File: config.mk
export PLATFORM = sky130hd
export DESIGN_NAME = data_mem_arbiter
export DESIGN_NICKNAME = d
export VERILOG_FILES = /design/src/rtl/data_mem_pkg.sv /design/src/rtl/vid_fifo.sv /design/src/rtl/data_mem_arbiter.sv
export SDC_FILE = /design/constraint.sdc
export NUM_CORES = 1
export LEC_CHECK = 0
export CAP_MARGIN = 30
export CORE_ASPECT_RATIO = 1.5
export CORE_MARGIN = 3
export CORE_UTILIZATION = 48
export DETAILED_ROUTE_END_ITERATION = 10
export MAX_ROUTING_LAYER = met4
export PLACE_DENSITY = 0.76
export RECOVER_POWER = 100
export SLEW_MARGIN = 30
export SYNTH_ARGS = -nofsm -noshare
export SYNTH_HDL_FRONTEND = slang
export SYNTH_SLANG_ARGS = --single-unit
File: constraint.sdc
create_clock -name clk -period 3.1 [get_ports clk]
set_input_delay 0.62 -clock clk [delete_from_list [all_inputs] [get_ports clk]]
set_output_delay 0.62 -clock clk [all_outputs]
set_load 0.005 [all_outputs]
File: src/rtl/data_mem_pkg.sv
// Shared constants and enums for the data-memory arbiter and its video fetcher.
package data_mem_pkg;
  localparam int SCREEN_BASE  = 16384;
  localparam int SCREEN_WORDS = 8192;
  localparam int KB_ADR       = 24576;
  localparam int WC_W         = 13;

  typedef enum logic [1:0] {IDLE, FETCH, DONE} fetch_state_e;
  typedef enum logic [1:0] {GNT_NONE, GNT_CPU, GNT_VID} grant_e;
endpackage

File: src/rtl/vid_fifo.sv
// Synchronous first-word-fall-through FIFO with flush; head reads as 0 while empty.
module vid_fifo #(
  parameter int DEPTH = 8,
  parameter int WIDTH = 16
) (
  input  logic                     clk,
  input  logic                     reset,
  input  logic                     i_flush,
  input  logic                     i_push,
  input  logic [WIDTH-1:0]         i_push_data,
  input  logic                     i_pop,
  output logic [WIDTH-1:0]         o_head,
  output logic [$clog2(DEPTH):0]   o_count,
  output logic                     o_full,
  output logic                     o_empty,
  output logic                     o_underflow
);
  localparam int AW = $clog2(DEPTH);

  logic [WIDTH-1:0] r_mem [DEPTH];
  logic [AW-1:0]    r_wr_ptr;
  logic [AW-1:0]    r_rd_ptr;
  logic [AW:0]      r_count;
  logic             r_underflow;
  logic             w_do_push;
  logic             w_do_pop;

  assign o_empty     = (r_count == '0);
  assign o_full      = (r_count == (AW+1)'(DEPTH));
  assign o_count     = r_count;
  assign o_underflow = r_underflow;
  assign o_head      = o_empty ? '0 : r_mem[r_rd_ptr];
  assign w_do_push   = i_push && !o_full;
  assign w_do_pop    = i_pop && !o_empty;

  always_ff @(posedge clk) begin
    if (w_do_push && !i_flush) begin
      r_mem[r_wr_ptr] <= i_push_data;
    end
  end

  always_ff @(posedge clk) begin
    if (reset) begin
      r_wr_ptr    <= '0;
      r_rd_ptr    <= '0;
      r_count     <= '0;
      r_underflow <= 1'b0;
    end else begin
      r_underflow <= i_pop && o_empty;
      if (i_flush) begin
        r_wr_ptr <= '0;
        r_rd_ptr <= '0;
        r_count  <= '0;
      end else begin
        if (w_do_push) r_wr_ptr <= r_wr_ptr + AW'(1);
        if (w_do_pop)  r_rd_ptr <= r_rd_ptr + AW'(1);
        r_count <= r_count + (AW+1)'(w_do_push) - (AW+1)'(w_do_pop);
      end
    end
  end
endmodule

File: src/rtl/data_mem_arbiter.sv
// Arbitrates the data memory port between the CPU and the video scan-out fetcher.
// Optional keyboard-map write protect: define DATA_MEM_ARB_KB_WP_EN.
module data_mem_arbiter #(
  parameter int FIFO_DEPTH     = 8,
  parameter int LOW_WM         = 2,
  parameter int MAX_CPU_STREAK = 4,
  parameter int SCREEN_BASE    = data_mem_pkg::SCREEN_BASE,
  parameter int SCREEN_WORDS   = data_mem_pkg::SCREEN_WORDS
) (
  input  logic        clk,
  input  logic        reset,
  input  logic        cpu_req,
  input  logic        cpu_we,
  input  logic [14:0] cpu_adr,
  input  logic [15:0] cpu_d_in,
  output logic [15:0] cpu_d_out,
  output logic        cpu_ready,
  input  logic        vid_start,
  input  logic        vid_pop,
  output logic [15:0] vid_data,
  output logic        vid_valid,
  output logic        vid_underflow,
  output logic        vid_frame_done,
  output logic        mem_load,
  output logic [14:0] mem_adr,
  output logic [15:0] mem_d_in,
  input  logic [15:0] mem_d_out
`ifdef DATA_MEM_ARB_KB_WP_EN
  ,
  output logic        kb_wp_err
`endif
);
  import data_mem_pkg::*;

  localparam int CW = $clog2(FIFO_DEPTH) + 1;
  localparam int SW = $clog2(MAX_CPU_STREAK + 1);

  fetch_state_e    r_state, w_state_next;
  logic [WC_W-1:0] r_wc, w_wc_next;
  logic [SW-1:0]   r_streak, w_streak_next;
  logic            r_frame_done, w_frame_done_next;
  grant_e          w_grant;
  logic            w_vid_want, w_urgent, w_cpu_blocked, w_kb_hit;
  logic [CW-1:0]   w_fifo_count;
  logic            w_fifo_full, w_fifo_empty;
  logic [14:0]     w_vid_adr;

  vid_fifo #(.DEPTH(FIFO_DEPTH), .WIDTH(16)) u_fifo (
    .clk         (clk),
    .reset       (reset),
    .i_flush     (vid_start),
    .i_push      (w_grant == GNT_VID),
    .i_push_data (mem_d_out),
    .i_pop       (vid_pop),
    .o_head      (vid_data),
    .o_count     (w_fifo_count),
    .o_full      (w_fifo_full),
    .o_empty     (w_fifo_empty),
    .o_underflow (vid_underflow)
  );

  assign vid_valid      = !w_fifo_empty;
  assign vid_frame_done = r_frame_done;
  assign w_vid_adr      = 15'(SCREEN_BASE) + 15'(r_wc);
  assign w_vid_want     = (r_state == FETCH) && !w_fifo_full;
  assign w_urgent       = w_vid_want && (w_fifo_count <= CW'(LOW_WM));
  assign w_cpu_blocked  = w_urgent || (w_vid_want && (r_streak >= SW'(MAX_CPU_STREAK)));

`ifdef DATA_MEM_ARB_KB_WP_EN
  assign w_kb_hit  = cpu_we && (cpu_adr == 15'(KB_ADR));
  assign kb_wp_err = (w_grant == GNT_CPU) && w_kb_hit;
`else
  assign w_kb_hit  = 1'b0;
`endif

  always_comb begin
    w_grant = GNT_NONE;
    if (cpu_req && !w_cpu_blocked) w_grant = GNT_CPU;
    else if (w_vid_want)           w_grant = GNT_VID;
    else if (cpu_req)              w_grant = GNT_CPU;
  end

  always_comb begin
    mem_load  = 1'b0;
    mem_adr   = '0;
    mem_d_in  = cpu_d_in;
    cpu_ready = 1'b0;
    cpu_d_out = '0;
    case (w_grant)
      GNT_CPU: begin
        mem_adr   = cpu_adr;
        mem_load  = cpu_we && !w_kb_hit;
        cpu_ready = 1'b1;
        cpu_d_out = mem_d_out;
      end
      GNT_VID: mem_adr = w_vid_adr;
      default: ;
    endcase
  end

  // A frame-start pulse overrides any same-cycle fetch bookkeeping.
  always_comb begin
    w_state_next      = r_state;
    w_wc_next         = r_wc;
    w_frame_done_next = 1'b0;
    if (vid_start) begin
      w_state_next = FETCH;
      w_wc_next    = '0;
    end else if (w_grant == GNT_VID) begin
      w_wc_next = r_wc + WC_W'(1);
      if (r_wc == WC_W'(SCREEN_WORDS - 1)) begin
        w_state_next      = DONE;
        w_frame_done_next = 1'b1;
      end
    end
  end

  always_comb begin
    w_streak_next = r_streak;
    if (!w_vid_want || (w_grant == GNT_VID)) begin
      w_streak_next = '0;
    end else if ((w_grant == GNT_CPU) && (r_streak < SW'(MAX_CPU_STREAK))) begin
      w_streak_next = r_streak + SW'(1);
    end
  end

  always_ff @(posedge clk) begin
    if (reset) begin
      r_state      <= IDLE;
      r_wc         <= '0;
      r_streak     <= '0;
      r_frame_done <= 1'b0;
    end else begin
      r_state      <= w_state_next;
      r_wc         <= w_wc_next;
      r_streak     <= w_streak_next;
      r_frame_done <= w_frame_done_next;
    end
  end
endmodule

Fig. 1: run 1, the metal 1 layer
Bar = 20 um. Cells faint in the background.
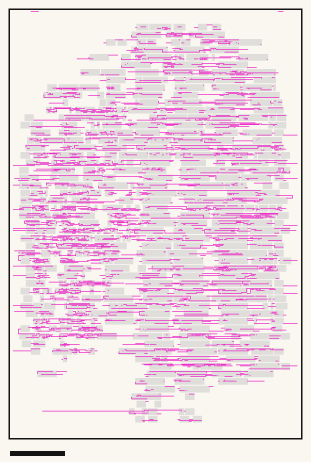
The longest straight run is 42.3 um. The layer holds 38% of the routed length.
M1 GR Usage: 21.85%
Routed WL: 15640 um
DR vias: 4424

Fig. 2: run 1, metal 2
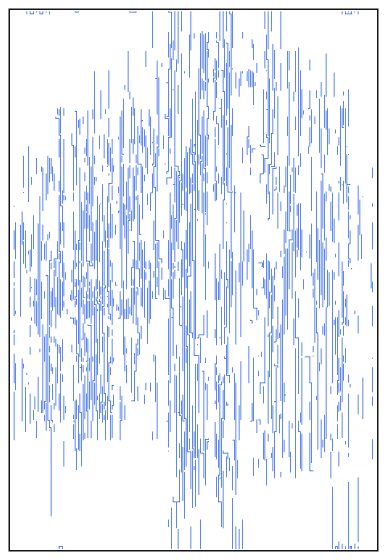
The wires run mostly vertical. The layer holds 54% of the routed length. The longest straight run is 54.4 um. The layer carries 8390 um of wire. 580 nets have wire on it.
GR Layer Usage met2: 34.89%

Fig. 3: run 1, the metal 3 layer
Bar = 20 um.
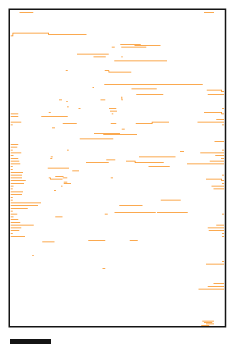
The wires run mostly horizontal. The longest straight run is 47.8 um.

==> results.txt, run 1 <==
area grow syn2layout = 26.88%
fmax = 0.3385 GHz
Critical Path End Type = output pin
flop count = 161
Power Sequential = 2.44 mW
Non-clk invs = 11
P_int = 4.554 mW
total power = 6.219 mW
max capacitance violation total = 0
CTS tree = built
flop share of the area = 50.39%
Slowest cell on crit path = or3b_1
clk tree area frac = 6.628%
Area contributors post-synth = edfxtp_1 54%, mux4_2 10%, dfxtp_1 9.4%
nonclk buf count = 135
FP Util = 49.70%
Logic pwr share = 27.5%
setup TNS = 0 ns
chip width = 105.0 um
critical path class = flop to output pin
layout cells sized above 1 = 19.73%
gr ovfl total = 0
cell count after placement = 730
Synth top cell by count = edfxtp_1
Synth area leader = edfxtp_1
CP cell instances = inv_2, ha_1, or3b_1, nand2b_4, o21a_4, clkbuf_16, buf_4, buf_4, and2_1, dlymetal6s2s_1
Buf/Inv on CP = 5
post_cts resized = 12
Area-dominant class = registers
most used cell, CP = buf_4
peak supply drop = 0.0004143 V
Fillers = 1064
hold-fix buffers at CTS = 0
CP Launch Type = flop
Pleak = 3.235 nW
EDFF count, synth = 128
DR WL met2 = 8389 um
Slew HR = 17.32%
WL met1 = 5952 um
Reg area = 4509 um2
Diodes inserted = 0
synth unique cells = 52
most frequent logic cell in the layout = edfxtp_1
crit path time final = 2.954 ns
design area = 8949 um2
Max FO, Critical Path = 6
buffering overhead = 14.65%
met3 WL = 831 um
post-detailed-placement half-perimeter wirelength = 9865 um
DRT iter0 DRCs = 266
# clk buffers = 19
sequential power share = 39.2%
Tightest Pin Transition = 1.240 ns
GPL Wtd Cong = 0.8194
net load switching power = 1.665 mW
initial antenna violation count = 0
Switching Share = 26.77%
Setup Buffers After CTS = 8
CTS Root Cell = clkbuf_16
FFs w/ async S/R, synth = 0%
Post-Syn Area = 7053 um2
Critical Path AT = 2.33 ns
synthesized area per cell = 14.97 um2
total track usage = 20.10%
vias in the first global route = 4699
Comb gates = 255
GR peak layer = met2
Commonest flop = edfxtp_1
Clock transition at path regs = 0.06 ns
Final WS setup = 0.1461 ns
core area = 14190 um2
first-pass GRT wire length = 24280 um
htree depth = 4
Top Layout Cells = 128 x edfxtp_1, 35 x clkdlybuf4s50_1, 32 x mux4_2, 31 x nor2_1, 31 x dfxtp_1
Clock Skew = 0.007729 ns
critical path required time = 2.48 ns
status = finished clean
Net Count, Synth = 536
Logic power comb = 1.71 mW
fraction of area in multi-input gates = 25.18%
Clock power frac = 33.3%
Yosys warnings = 0
die height = 154.5 um
GR Util met3 = 4.676%
min-delay worst type = flop to flop
clock sinks = 161
RSZ-0062 raised after global routing = no
chip area = 16210 um2
Commonest cells post-synth = 128 x edfxtp_1, 33 x dfxtp_1, 32 x mux4_2
dpl cell area = 8140 um2
DRC = 0
Pre-antenna DRT Iters = 4
Synth flops = 161
clk latency late pin = 0.41 ns
vias per inst = 5.636
Gate Count Post-Synth = 471
Fin Hold WS = 0.4815 ns
tool warnings = 28
final worst-path cycle share = 95.29%
clock buffer depth = 2
Detail Route Antenna Nets = 0
max reg flops = 128
I/O Buffers = 88
Max power group = registers
TritonCTS Buffers = 17
FP Rows = 53
Top cell area share = 54.50%
yosys cell count = 471
largest net degree at the start of global routing = 33
Avg WL per Cell = 19.92 um
fin cells = 785
pre-CTS WS = 0.1076 ns
Core Util, Final = 63.06%
run 1: cells by family after synthesis:
group | after synthesis | synth area share [%]
AOI/OAI and AO/OA | 62 | 5.978
buffers and inverters | 55 | 4.346
xor gates and xnor gates | 5 | 0.6210
and+or+nand+nor | 123 | 9.739
muxes | 53 | 13.22
DFF | 161 | 63.86
adders and majority gates | 12 | 2.235
run 1: worst paths after layout:
kind,startpoint,depth (start not counted),end
worst max-delay path,u_fifo.o_count[2]$_SDFF_PP0_,10,cpu_d_out[1]
worst min-delay path,r_wc[9]$_SDFFE_PP0N_,2,r_wc[9]$_SDFFE_PP0N_
worst max register to register,u_fifo.o_count[2]$_SDFF_PP0_,9,u_fifo.r_mem[7][7]$_DFFE_PP_
worst min register to register,r_wc[9]$_SDFFE_PP0N_,2,r_wc[9]$_SDFFE_PP0N_
==> run 2, diff against run 1 <==
- ABC_CLOCK_PERIOD_IN_PS: default -> 3100
- CORE_ASPECT_RATIO: 1.5 -> 0.75
Fig. 4: run 2, metal 2
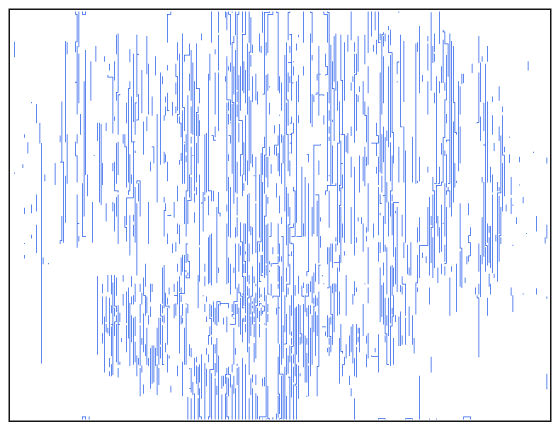
The wires run mostly vertical. The layer carries 7840 um of wire. The layer holds 51% of the routed length.
DR vias: 4359
GR Layer Usage met2: 32.33%
Routed WL: 15530 um

==> results.txt, run 2 <==
WL met1 = 6424 um
mux cell area share after synthesis = 13.22%
DRT iter0 DRCs = 415
vias per inst = 5.668
CP cell instances = inv_1, ha_2, a21o_1, a21oi_2, o21a_4, buf_12, o21ai_1, clkdlybuf4s50_1
Power Sequential = 2.43 mW
dpl cell area = 8129 um2
Commonest cells post-synth = 128 x edfxtp_1, 33 x dfxtp_1, 32 x mux4_2
Top cell area share = 54.50%
final worst-path cycle share = 97.83%
post_cts resized = 19
tool warnings = 29
layout cells sized above 1 = 19.86%
min-delay src = r_wc[9]$_SDFFE_PP0N_
Clock Power = 2.02 mW
Fillers = 993
vias in the first global route = 4474
clk latency late pin = 0.42 ns
total power = 6.124 mW
Setup Buffers After CTS = 5
largest net degree at the start of global routing = 33
Reg area = 4508 um2
Synth flops = 161
aoi share = 5.978%
Net Count, Synth = 536
Max power group = registers
EDFF count, synth = 128
CTS tree = built
met3 WL = 934 um
Switching Share = 28.40%
chip area = 16200 um2
logic area = 2306 um2
CP peak stage delay = 0.51 ns
Pre-antenna DRT Iters = 4
yosys xor share = 0.6209%
Logic power comb = 1.68 mW
net load switching power = 1.740 mW
CTS Root Cell = clkbuf_16
Clock transition at path regs = 0.07 ns
critical path class = flop to output pin
initial antenna violation count = 0
Hold Crit Depth = 2
FP Rows = 37
max reg flops = 128
Max FO, Critical Path = 19
# setup viols final = 0
max layer used = met4
TritonCTS Buffers = 17
synth unique cells = 52
Post-Syn Area = 7053 um2
chip width = 146.0 um
CP Launch Type = flop
Slowest cell on crit path = clkdlybuf4s50_1
crit path to = mem_adr[8]
Logic pwr share = 27.4%
GPL Wtd Cong = 0.8129
sequential power share = 39.7%
critical path required time = 2.48 ns
Area contributors post-synth = edfxtp_1 54%, mux4_2 10%, dfxtp_1 9.4%
Critical Path AT = 2.41 ns
die height = 111.0 um
clock buffer depth = 2
fmax = 0.3297 GHz
Diodes inserted = 0
synthesized area per cell = 14.97 um2
max capacitance violation total = 0
peak supply drop = 0.0005041 V
yosys cell count = 471
min-delay worst type = flop to flop
post-detailed-placement half-perimeter wirelength = 9688 um
Final Hold Viols = 0
Critical Path End Type = output pin
first-pass GRT wire length = 24700 um
most frequent logic cell in the layout = edfxtp_1
Pleak = 3.254 nW
cell count after placement = 731
main logic family after synthesis = multiplexers
core area = 14030 um2
P_int = 4.385 mW
Synth area leader = edfxtp_1
worst r2r src = u_fifo.o_count[3]$_SDFF_PP0_
DR WL met2 = 7844 um
crit path launch = u_fifo.o_count[3]$_SDFF_PP0_
Clock Skew = 0.01073 ns
FFs w/ async S/R, synth = 0%
Simple Share, Synth = 9.739%
FP Util = 50.28%
total track usage = 20.35%
area grow syn2layout = 26.01%
Tightest Pin Transition = 0.6073 ns
design area = 8887 um2
htree depth = 4
clock sinks = 161
Final WS setup = 0.06722 ns
I/O Buffers = 88
gr ovfl total = 0
Gate Count Post-Synth = 471
Clock power frac = 32.9%
Slew HR = 59.36%
crit path time final = 3.033 ns
hold-fix buffers at CTS = 0
status = finished clean
DRC = 0
Yosys warnings = 0
Core Util, Final = 63.36%
RSZ-0062 raised after global routing = yes
R2R Path End = u_fifo.o_count[2]$_SDFF_PP0_
Top Layout Cells = 128 x edfxtp_1, 44 x clkdlybuf4s50_1, 32 x mux4_2, 32 x dfxtp_1, 31 x nor2_1
reg2reg path depth = 11
Commonest flop = edfxtp_1
pre-CTS WS = 0.1443 ns
Avg WL per Cell = 20.20 um
Fin Hold WS = 0.4971 ns
setup TNS = 0 ns
Detail Route Antenna Nets = 0
fin cells = 769
post-synthesis sequential area ratio = 63.86%
Post-Synth Adder-Cell Area = 2.235%
Synth top cell by count = edfxtp_1
hold endpoint = r_wc[9]$_SDFFE_PP0N_
-- run 2: cell type report --
type / instances / share of cell area (%)
repair buffers: 115 / 13.66
clock buffers: 17 / 4.787
flip-flops and latches: 161 / 50.73
inverters: 11 / 0.4646
clock inverters: 15 / 1.675
well taps: 195 / 2.745
multi-input cells: 255 / 25.95
-- run 2: critical path, delay by kind of cell, from the launching register on --
family / cells / cell delay (ns)
fa+ha+maj: 1 / 0.21
buf+inv: 3 / 0.75
compound gates: 4 / 0.69
flops: 1 / 0.32
-- run 2: metal layers --
layer,GRT usage (%),vias to the layer above
met1,25.68,2197
met5,-,-
met2,32.33,140
li1,-,1984
met3,5.027,38
met4,7.456,0
No activity file was given, so power comes from the tool's default toggle rates.
